==> config.mk <==
export PLATFORM = sky130hd
export DESIGN_NAME = lif_neuron_seq
export DESIGN_NICKNAME = d
export VERILOG_FILES = /design/src/rtl/snn_pkg.sv /design/src/rtl/lif_membrane_alu.sv /design/src/rtl/lif_neuron_seq.sv
export SDC_FILE = /design/constraint.sdc
export NUM_CORES = 1
export LEC_CHECK = 0
export CAP_MARGIN = 20
export CORE_MARGIN = 3
export CORE_UTILIZATION = 58
export DETAILED_ROUTE_END_ITERATION = 16
export PLACE_DENSITY = 0.82
export REMOVE_ABC_BUFFERS = 1
export SKIP_CTS_REPAIR_TIMING = 1
export SYNTH_ARGS = -nofsm -noshare
export SYNTH_HDL_FRONTEND = slang
export SYNTH_HIERARCHICAL = 1
export SYNTH_SLANG_ARGS = --single-unit
==> constraint.sdc <==
create_clock -name clock -period 4.94 [get_ports clock]
set_input_delay 1.235 -clock clock [delete_from_list [all_inputs] [get_ports clock]]
set_output_delay 1.235 -clock clock [all_outputs]
set_load 0.02 [all_outputs]
wires.png
Only two layers are drawn.
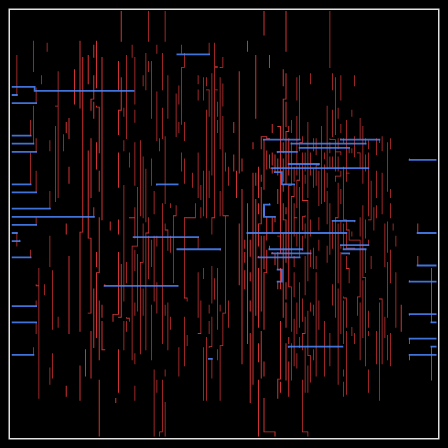
color	layer	wire length
red	metal 2	2500 um
blue	metal 3	279 um
Routed WL: 5040 um
Vias: 1987
Overall Global Routing Usage: 22.1%
Wirelength per Cell: 14.8 um

flops_by_reg.png
Scale bar: 20 um. Other sequential cells in the stronger gray, the rest of the logic in the fainter gray.
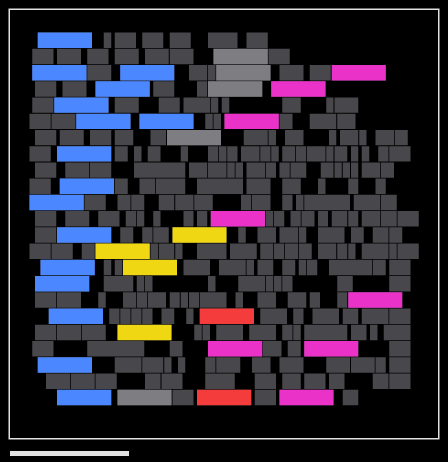
color	netlist name	placed flops
yellow	`idx_q`	4
magenta	`membrane`	8
red	`state_q`	2
blue	`pre_q`	16
not colored	5
fin util: 72.7%
fraction of area in registers: 29.5%
Seq group: 519 uW
Reg area: 876 sq um

clocks.png
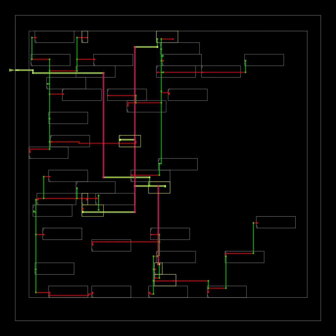
Setup Skew: 4.78 ps
CTS buffer count: 5

==> flow_summary.json <==
{
  "synthXorXnorAreaFrac_pct": 1.40,
  "sh_comb_area_pct": 50.2,
  "wl_met3_um": 279,
  "topCellsByArea": "dfrtp_1 35%, mux2_2 11%, ha_1 8.5%, o21ai_0 3.2%, nand2_1 2.8%",
  "fp.dieH_um": 71.7,
  "slew_violations": 0,
  "p_total_mw": 1.83,
  "use_met1_pct": 28.4,
  "top_area_cell": "dfrtp_1",
  "clk_path_buf_depth": 2,
  "n_antenna_cell": 0,
  "tapCellCount": 50,
  "intPower_mw": 1.05,
  "crit_arrival_ps": 3650,
  "adder_share_pct": 10.1,
  "netSwitchingPower_uw": 777,
  "path_clk_slew_ps": 70,
  "rsz0062_at_grt": "false",
  "maxUsedRoutingLayer": "met4",
  "setup_viol": 0,
  "reg2reg_slack_ps": 1490,
  "stdcell_count": 340,
  "dieArea_sq_um": 5140,
  "ys.warnings.count": 6,
  "hold_ws_ps": 456,
  "area_delta_synth_final_pct": 18.7,
  "clk_share_pct": 2.74,
  "logic_area_sq_um": 1490,
  "clkbuf_count": 7,
  "tightest_slew_ps": 615,
  "ys_cells": 254,
  "ys_area_sq_um": 2500,
  "lay_top_cells": "38 x clkdlybuf4s50_1, 35 x dfrtp_1, 24 x mux2_2, 19 x nand2_1, 18 x inv_1",
  "route.layer.met1.wl_um": 2160,
  "overflow": 0,
  "nonClkBufAreaFrac_pct": 13.1,
  "ys_seq_share_pct": 35.0,
  "ys_types": 55,
  "routabilityCongestion": 0.871,
  "grt_pass1_vias": 2016,
  "crit_chain": "clkdlybuf4s50_1 > ha_1 > fa_1 > nand3_1 > and2_1 > nand4_1 > a221oi_1 > o22ai_1 > and2b_2 > mux2_2",
  "port_buffers": 38,
  "criticalPathCategory": "input pin to flop",
  "pwr-share-clk_pct": 10.8,
  "grtUsageMet3_pct": 3.93,
  "reg2regPathDepth": 10,
  "max_freq_mhz": 287,
  "edf_count": 0,
  "final_nets": 331,
  "largest_reg_flops": 16,
  "nFillCells": 321,
  "fin_crit_sh_pct": 70.4,
  "drive_gt1_share_pct": 16.2,
  "core_sq_um": 4090,
  "end_kind": "flop",
  "lay_top_count": "clkdlybuf4s50_1",
  "post-dp-hpwl_um": 3730,
  "top_cells_by_count": "35 x dfrtp_1, 24 x mux2_2, 19 x nand2_1",
  "htree_levels": 2,
  "critPathTopFamily": "simple AND/OR/NAND/NOR gates",
  "n_all_buffers": 39,
  "synth.avg_cell_area_sq_um": 9.86,
  "wl_met2_um": 2500,
  "finalSetupTns_ps": 0,
  "grt_antenna_before_repair": 0,
  "boundaryPins": 39,
  "logic_gates": 189,
  "status": "completed",
  "top_power_group": "combinational logic",
  "syn_inst": 254,
  "largest_cell_class": "logic gates",
  "seq_power_share_pct": 28.4,
  "cp_slowest_stage_delay_ps": 410,
  "dp_cells": 332,
  "crit_cells": 10,
  "cts_sinks": 35,
  "min_path_type": "flop to flop",
  "worst_slack_ps": 1460,
  "pwr.group.clock_uw": 197,
  "worstPathRequired_ps": 5110,
  "peakVddDrop_v": 0.000299,
  "busiest_layer": "met2",
  "synth_flops": 35,
  "synth.area.mux_share_pct": 14.2,
  "cts_tree": "done",
  "drt-vias-per-instance": 5.84,
  "top_cell": "dfrtp_1",
  "comb-power_mw": 1.11,
  "critPathMaxFanout": 7,
  "dpl_worst_slack_ps": 1190,
  "grt_max_degree": 36,
  "max_cap_viol_count": 0,
  "powerDensity_nw_per_um2": 616,
  "initCoreUtil_pct": 61.3,
  "hold_depth": 1,
  "die-width_um": 71.7,
  "crit_buf_inv": 1,
  "grt_pass1_wl_um": 9000,
  "initialDrtViolationCount": 223,
  "nonClockInverterCount": 19
}
Power and IR drop assume default switching activity.
